--- src/rtl/byte_unstrip_pkg.sv ---
// Shared constants, group packing and FSM encodings for the 4-lane byte un-striper.
package byte_unstrip_pkg;

    localparam int DEF_BITS  = 8;
    localparam int NUM_LANES = 4;
    localparam int DEF_DEPTH = 2;
    localparam int GROUP_W   = NUM_LANES * DEF_BITS + NUM_LANES;

    // Lane 0 sits in the low bits so it is the first byte serialised.
    typedef struct packed {
        logic [NUM_LANES-1:0] dk;
        logic [DEF_BITS-1:0]  lane3;
        logic [DEF_BITS-1:0]  lane2;
        logic [DEF_BITS-1:0]  lane1;
        logic [DEF_BITS-1:0]  lane0;
    } group_t;

    typedef enum logic {
        IDLE = 1'b0,
        SEND = 1'b1
    } state_t;

endpackage

--- src/rtl/byte_unstrip_if.sv ---
// Parallel 4-lane group input plus serialised byte output of the un-striper.
interface byte_unstrip_if #(
    parameter int BITS = 8
);
    logic            VALID_IN;
    logic [BITS-1:0] LANE0;
    logic [BITS-1:0] LANE1;
    logic [BITS-1:0] LANE2;
    logic [BITS-1:0] LANE3;
    logic            DK_0;
    logic            DK_1;
    logic            DK_2;
    logic            DK_3;
    logic [BITS-1:0] D;
    logic            DK;
    logic            VALID_OUT;
    logic            OVERFLOW;

    modport slave (
        input  VALID_IN, LANE0, LANE1, LANE2, LANE3, DK_0, DK_1, DK_2, DK_3,
        output D, DK, VALID_OUT, OVERFLOW
    );

    modport master (
        output VALID_IN, LANE0, LANE1, LANE2, LANE3, DK_0, DK_1, DK_2, DK_3,
        input  D, DK, VALID_OUT, OVERFLOW
    );
endinterface

--- src/rtl/byte_unstrip_group_fifo.sv ---
// Synchronous group FIFO, head visible combinationally; a push into a full FIFO
// succeeds only when a pop happens on the same edge, otherwise it is ignored.
module group_fifo #(
    parameter int WIDTH = 36,
    parameter int DEPTH = 2
) (
    input  logic             clk,
    input  logic             rst_n,
    input  logic             push,
    input  logic [WIDTH-1:0] push_data,
    input  logic             pop,
    output logic [WIDTH-1:0] head,
    output logic             full,
    output logic             empty
);
    localparam int AW = $clog2(DEPTH);

    logic [AW:0]      wptr;
    logic [AW:0]      rptr;
    logic [WIDTH-1:0] mem [DEPTH];
    logic             do_push;
    logic             do_pop;

    // Extra pointer MSB distinguishes full from empty when the indices match.
    assign empty   = (wptr == rptr);
    assign full    = (wptr[AW] != rptr[AW]) && (wptr[AW-1:0] == rptr[AW-1:0]);
    assign do_pop  = pop && !empty;
    assign do_push = push && (!full || do_pop);
    assign head    = mem[rptr[AW-1:0]];

    always_ff @(posedge clk or negedge rst_n) begin
        if (!rst_n) begin
            wptr <= '0;
            rptr <= '0;
        end else begin
            if (do_push) wptr <= wptr + 1'b1;
            if (do_pop)  rptr <= rptr + 1'b1;
        end
    end

    always_ff @(posedge clk) begin
        if (do_push) mem[wptr[AW-1:0]] <= push_data;
    end

endmodule

--- src/rtl/byte_unstrip.sv ---
// Re-serialises 4-lane byte groups into one byte/cycle in lane order 0..3; lane0 one edge after capture.
// No backpressure: a group arriving while the FIFO is full and not popping is dropped and OVERFLOW sticks.
module byte_unstrip
    import byte_unstrip_pkg::*;
#(
    parameter int BITS  = DEF_BITS,
    parameter int DEPTH = DEF_DEPTH
) (
    input  logic CLK,
    input  logic RESET_L,
    byte_unstrip_if.slave bus
);
    localparam int GW = NUM_LANES * BITS + NUM_LANES;

    state_t          state_q;
    state_t          state_d;
    logic [1:0]      cnt_q;
    logic [1:0]      cnt_d;
    logic [GW-1:0]   hold_q;
    logic [GW-1:0]   hold_d;
    logic [BITS-1:0] d_q;
    logic [BITS-1:0] d_d;
    logic            dk_q;
    logic            dk_d;
    logic            vld_q;
    logic            vld_d;
    logic            ovf_q;
    logic            start;

    logic [GW-1:0]   in_group;
    logic [GW-1:0]   head;
    logic            full;
    logic            empty;
    logic            pop;

    assign in_group = {bus.DK_3, bus.DK_2, bus.DK_1, bus.DK_0,
                       bus.LANE3, bus.LANE2, bus.LANE1, bus.LANE0};

    group_fifo #(
        .WIDTH (GW),
        .DEPTH (DEPTH)
    ) u_fifo (
        .clk       (CLK),
        .rst_n     (RESET_L),
        .push      (bus.VALID_IN),
        .push_data (in_group),
        .pop       (pop),
        .head      (head),
        .full      (full),
        .empty     (empty)
    );

    always_comb begin
        state_d = state_q;
        cnt_d   = cnt_q;
        hold_d  = hold_q;
        pop     = 1'b0;
        start   = 1'b0;
        d_d     = '0;
        dk_d    = 1'b0;
        vld_d   = 1'b0;

        case (state_q)
            IDLE: begin
                start = !empty;
            end
            SEND: begin
                if (cnt_q == 2'd0) begin
                    // Group boundary: chain straight into the next group, no bubble.
                    start = !empty;
                    if (empty) state_d = IDLE;
                end else begin
                    d_d   = hold_q[int'(cnt_q) * BITS +: BITS];
                    dk_d  = hold_q[NUM_LANES * BITS + int'(cnt_q)];
                    vld_d = 1'b1;
                    cnt_d = 2'(cnt_q + 2'd1);
                    if (cnt_q == 2'd3 && empty) state_d = IDLE;
                end
            end
            default: state_d = IDLE;
        endcase

        if (start) begin
            pop     = 1'b1;
            hold_d  = head;
            d_d     = head[BITS-1:0];
            dk_d    = head[NUM_LANES * BITS];
            vld_d   = 1'b1;
            cnt_d   = 2'd1;
            state_d = SEND;
        end
    end

    always_ff @(posedge CLK or negedge RESET_L) begin
        if (!RESET_L) begin
            state_q <= IDLE;
            cnt_q   <= '0;
            hold_q  <= '0;
            d_q     <= '0;
            dk_q    <= 1'b0;
            vld_q   <= 1'b0;
            ovf_q   <= 1'b0;
        end else begin
            state_q <= state_d;
            cnt_q   <= cnt_d;
            hold_q  <= hold_d;
            d_q     <= d_d;
            dk_q    <= dk_d;
            vld_q   <= vld_d;
            if (bus.VALID_IN && full && !pop) ovf_q <= 1'b1;
        end
    end

    assign bus.D         = d_q;
    assign bus.DK        = dk_q;
    assign bus.VALID_OUT = vld_q;
    assign bus.OVERFLOW  = ovf_q;

endmodule

--- src/flat_wrapper.sv ---
// flat-port wrapper written by rule: the top's interface ports become plain ports
module byte_unstrip_flat import byte_unstrip_pkg::*;
#(
    parameter int BITS  = DEF_BITS,
    parameter int DEPTH = DEF_DEPTH
)
  (CLK, RESET_L, bus_VALID_IN, bus_LANE0, bus_LANE1, bus_LANE2, bus_LANE3, bus_DK_0, bus_DK_1, bus_DK_2, bus_DK_3, bus_D, bus_DK, bus_VALID_OUT, bus_OVERFLOW);
  byte_unstrip_if #(.BITS(BITS)) bus_i ();
  input  logic CLK;
  input  logic RESET_L;
  input wire logic [$bits(bus_i.VALID_IN)-1:0] bus_VALID_IN;
  input wire logic [$bits(bus_i.LANE0)-1:0] bus_LANE0;
  input wire logic [$bits(bus_i.LANE1)-1:0] bus_LANE1;
  input wire logic [$bits(bus_i.LANE2)-1:0] bus_LANE2;
  input wire logic [$bits(bus_i.LANE3)-1:0] bus_LANE3;
  input wire logic [$bits(bus_i.DK_0)-1:0] bus_DK_0;
  input wire logic [$bits(bus_i.DK_1)-1:0] bus_DK_1;
  input wire logic [$bits(bus_i.DK_2)-1:0] bus_DK_2;
  input wire logic [$bits(bus_i.DK_3)-1:0] bus_DK_3;
  output wire logic [$bits(bus_i.D)-1:0] bus_D;
  output wire logic [$bits(bus_i.DK)-1:0] bus_DK;
  output wire logic [$bits(bus_i.VALID_OUT)-1:0] bus_VALID_OUT;
  output wire logic [$bits(bus_i.OVERFLOW)-1:0] bus_OVERFLOW;
  assign bus_i.VALID_IN = bus_VALID_IN;
  assign bus_i.LANE0 = bus_LANE0;
  assign bus_i.LANE1 = bus_LANE1;
  assign bus_i.LANE2 = bus_LANE2;
  assign bus_i.LANE3 = bus_LANE3;
  assign bus_i.DK_0 = bus_DK_0;
  assign bus_i.DK_1 = bus_DK_1;
  assign bus_i.DK_2 = bus_DK_2;
  assign bus_i.DK_3 = bus_DK_3;
  assign bus_D = bus_i.D;
  assign bus_DK = bus_i.DK;
  assign bus_VALID_OUT = bus_i.VALID_OUT;
  assign bus_OVERFLOW = bus_i.OVERFLOW;
  byte_unstrip #(.BITS(BITS), .DEPTH(DEPTH)) u_core (.CLK(CLK), .RESET_L(RESET_L), .bus(bus_i));
endmodule
--- config.mk ---
export PLATFORM = sky130hd
export DESIGN_NAME = byte_unstrip_flat
export DESIGN_NICKNAME = d
export VERILOG_FILES = /design/src/rtl/byte_unstrip_pkg.sv /design/src/rtl/byte_unstrip_if.sv /design/src/rtl/byte_unstrip_group_fifo.sv /design/src/rtl/byte_unstrip.sv /design/src/flat_wrapper.sv
export SDC_FILE = /design/constraint.sdc
export NUM_CORES = 1
export LEC_CHECK = 0
export CAP_MARGIN = 20
export CORE_ASPECT_RATIO = 0.9
export CORE_MARGIN = 3
export CORE_UTILIZATION = 50
export DETAILED_ROUTE_END_ITERATION = 10
export PLACE_DENSITY = 0.79
export SYNTH_ARGS = -nofsm -noshare
export SYNTH_HDL_FRONTEND = slang
export SYNTH_SLANG_ARGS = --single-unit
export TNS_END_PERCENT = 30
--- constraint.sdc ---
create_clock -name CLK -period 3.2 [get_ports CLK]
set_input_delay 0.96 -clock CLK [delete_from_list [all_inputs] [get_ports CLK]]
set_output_delay 0.96 -clock CLK [all_outputs]
set_load 0.01 [all_outputs]
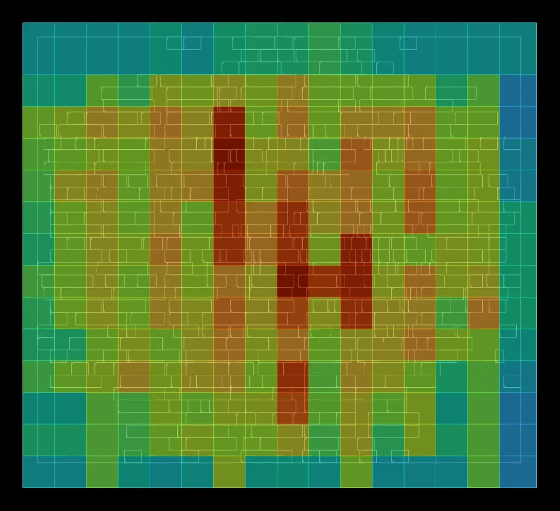
Fig. 1. Routing congestion.
GRT Total Usage: 16.82%
grt peak-use layer: met2
WL/cell: 17.77 µm
routing usage on met3: 6.122%
met1 Resource Use GR: 20.94%

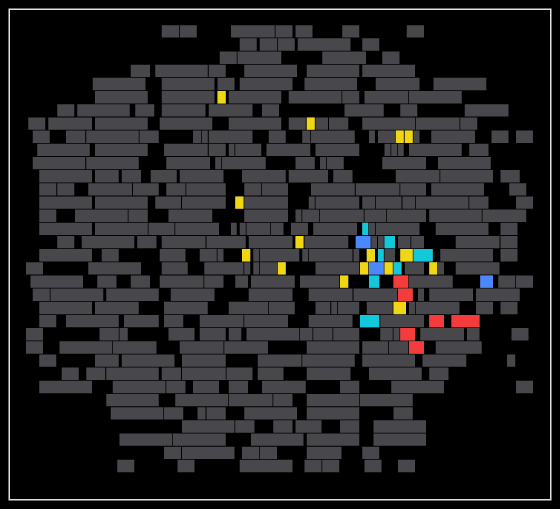
Fig. 2. Selected gate families.
legend:
  AND-OR and OR-AND gates:
    colour: blue
    cells: 3
  inverting AOI/OAI gates:
    colour: yellow
    cells: 15
  XOR/XNOR gates:
    colour: red
    cells: 6
  NOR gates:
    colour: cyan
    cells: 7
Non-Filler Instances: 483
Comb area share: 22.04%

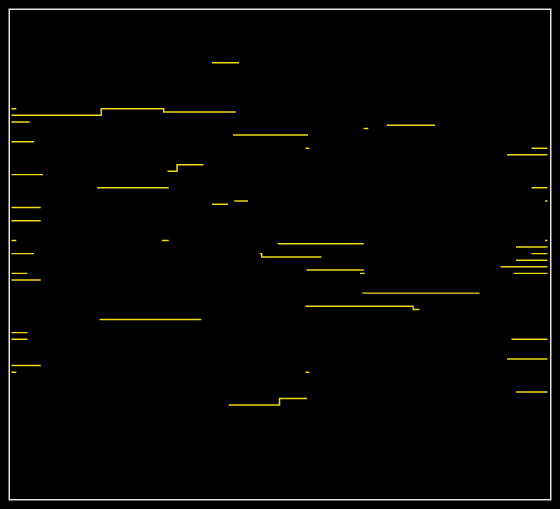
Fig. 3. Signal wires on met3.
main direction: horizontal
share of all routed wire: 4.2%

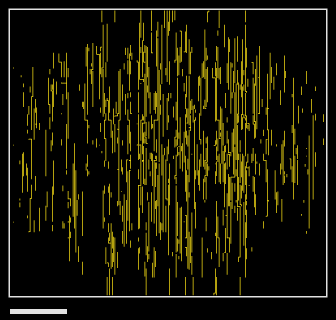
Fig. 4. Signal wires on met2.
Scale bar: 20 µm.
main direction: vertical
wire length on this layer: 4290 µm
longest straight run: 42.8 µm

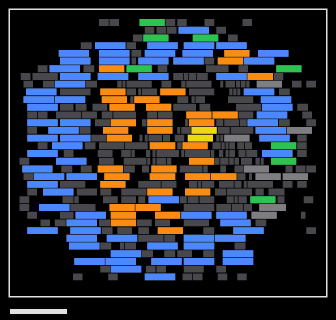
Fig. 5. Where the registers sit.
Scale bar: 20 µm. Other sequential cells in the stronger grey, the rest of the logic in the fainter grey.
legend:
  u_core.hold_q:
    colour: orange
    sequential_cells: 36
  u_core.bus.D:
    colour: green
    sequential_cells: 8
  u_core.u_fifo.mem:
    colour: blue
    sequential_cells: 72
    where: all over the die
  u_core.cnt_q:
    colour: yellow
    sequential_cells: 2
not coloured: 8
final core utilization: 64.27%
register area: 3515 µm²
P_seq: 2.71 mW

==> results.toml <==
# yosys + openroad results
[sta]
slew_headroom_pct = 49.11
setup_tns_ns = 0
fin_crit_sh_pct = 78.60

[yosys]
synth-edff-count = 72
ys_ff = 126
top_logic_kind = "multiplexers"
area_leaders = "edfxtp_1, dfrtp_1, mux2_2"
yosysUniqueCellTypes = 31
syn_nets = 319
synthTopCellsByCount = "edfxtp_1, dfrtp_1, mux2_2"
synthArstFlopShare_pct = 42.86
yosys.area_share.simple_pct = 1.823

[pwr]
power.switching_mw = 2.097
powerClk_mw = 1.80
power_mw = 6.965
combinationalPower_mw = 2.47
clkPwrFrac_pct = 25.8

[cts]
cts_buffers = 17
clk_pin_slew_ns = 0.06
clock_sinks = 126

[status]
status = "finished, final reports clean"

[setup_path]
critPathLaunchType = "flop"
arrival_ns = 2.78
crit_cells = 6
end_kind = "flop"
crit_required_ns = 3.46

[drt]
drcViolationCount = 0
vias_per_cell = 5.199

[layout]
nNetsFinal = 385
syn2layout_area_growth_pct = 24.39
stdcell_area_um2 = 6233

[die]
fp_util_pct = 51.66

[placement]
dp_cells = 451
place_congestion = 0.7930
-- sequential cells by signal (all words and copies together) (netlist names) --
| name | count |
|---|---|
| u_core.u_fifo.mem | 72 |
| u_core.bus.VALID_OUT | 1 |
| u_core.state_q | 1 |
| u_core.u_fifo.rptr | 2 |
| u_core.u_fifo.wptr | 2 |
| u_core.bus.DK | 1 |
| u_core.hold_q | 36 |
| u_core.bus.OVERFLOW | 1 |
| u_core.cnt_q | 2 |
| u_core.bus.D | 8 |
-- area by class of cell --
type,instances,area share [%]
sequential,126,56.38
clock inverter,12,1.907
clock buffer,20,7.146
tap,126,2.529
timing repair buffer,58,9.273
inverter,12,0.7226
multi-input combinational,129,22.04
-- metal layers --
metal | up-vias | track usage (%)
li1 | 1168 | -
met1 | 1272 | 20.94
met2 | 56 | 27.26
met3 | 15 | 6.122
met4 | 0 | 6.455
met5 | - | 0
-- cells in the final DEF, fill, tap and decap left out, types with 3 or more instances in the layout --
cell,instances
edfxtp_1,72
dfrtp_1,53
clkdlybuf4s50_1,48
mux2_2,35
mux2_4,20
mux2i_1,18
clkbuf_16,16
inv_1,12
nand2_1,12
o21ai_0,11
mux4_2,9
buf_4,7
clkinv_2,4
xnor2_1,3
clkbuf_8,3
clkinvlp_4,3
-- final timing paths --
check                               startpoint                  endpoint  slack, ns
max reg2reg                    u_core.cnt_q[1]  u_core.u_fifo.mem[0][32]       0.68
max in group asynchronous              RESET_L         u_core.hold_q[29]       2.08
min reg2reg                u_core.bus.OVERFLOW       u_core.bus.OVERFLOW       0.46
max                            u_core.cnt_q[1]  u_core.u_fifo.mem[0][32]       0.68
min in group asynchronous              RESET_L           u_core.bus.D[4]       0.52
min                        u_core.bus.OVERFLOW       u_core.bus.OVERFLOW       0.46
Power and IR drop assume default switching activity.
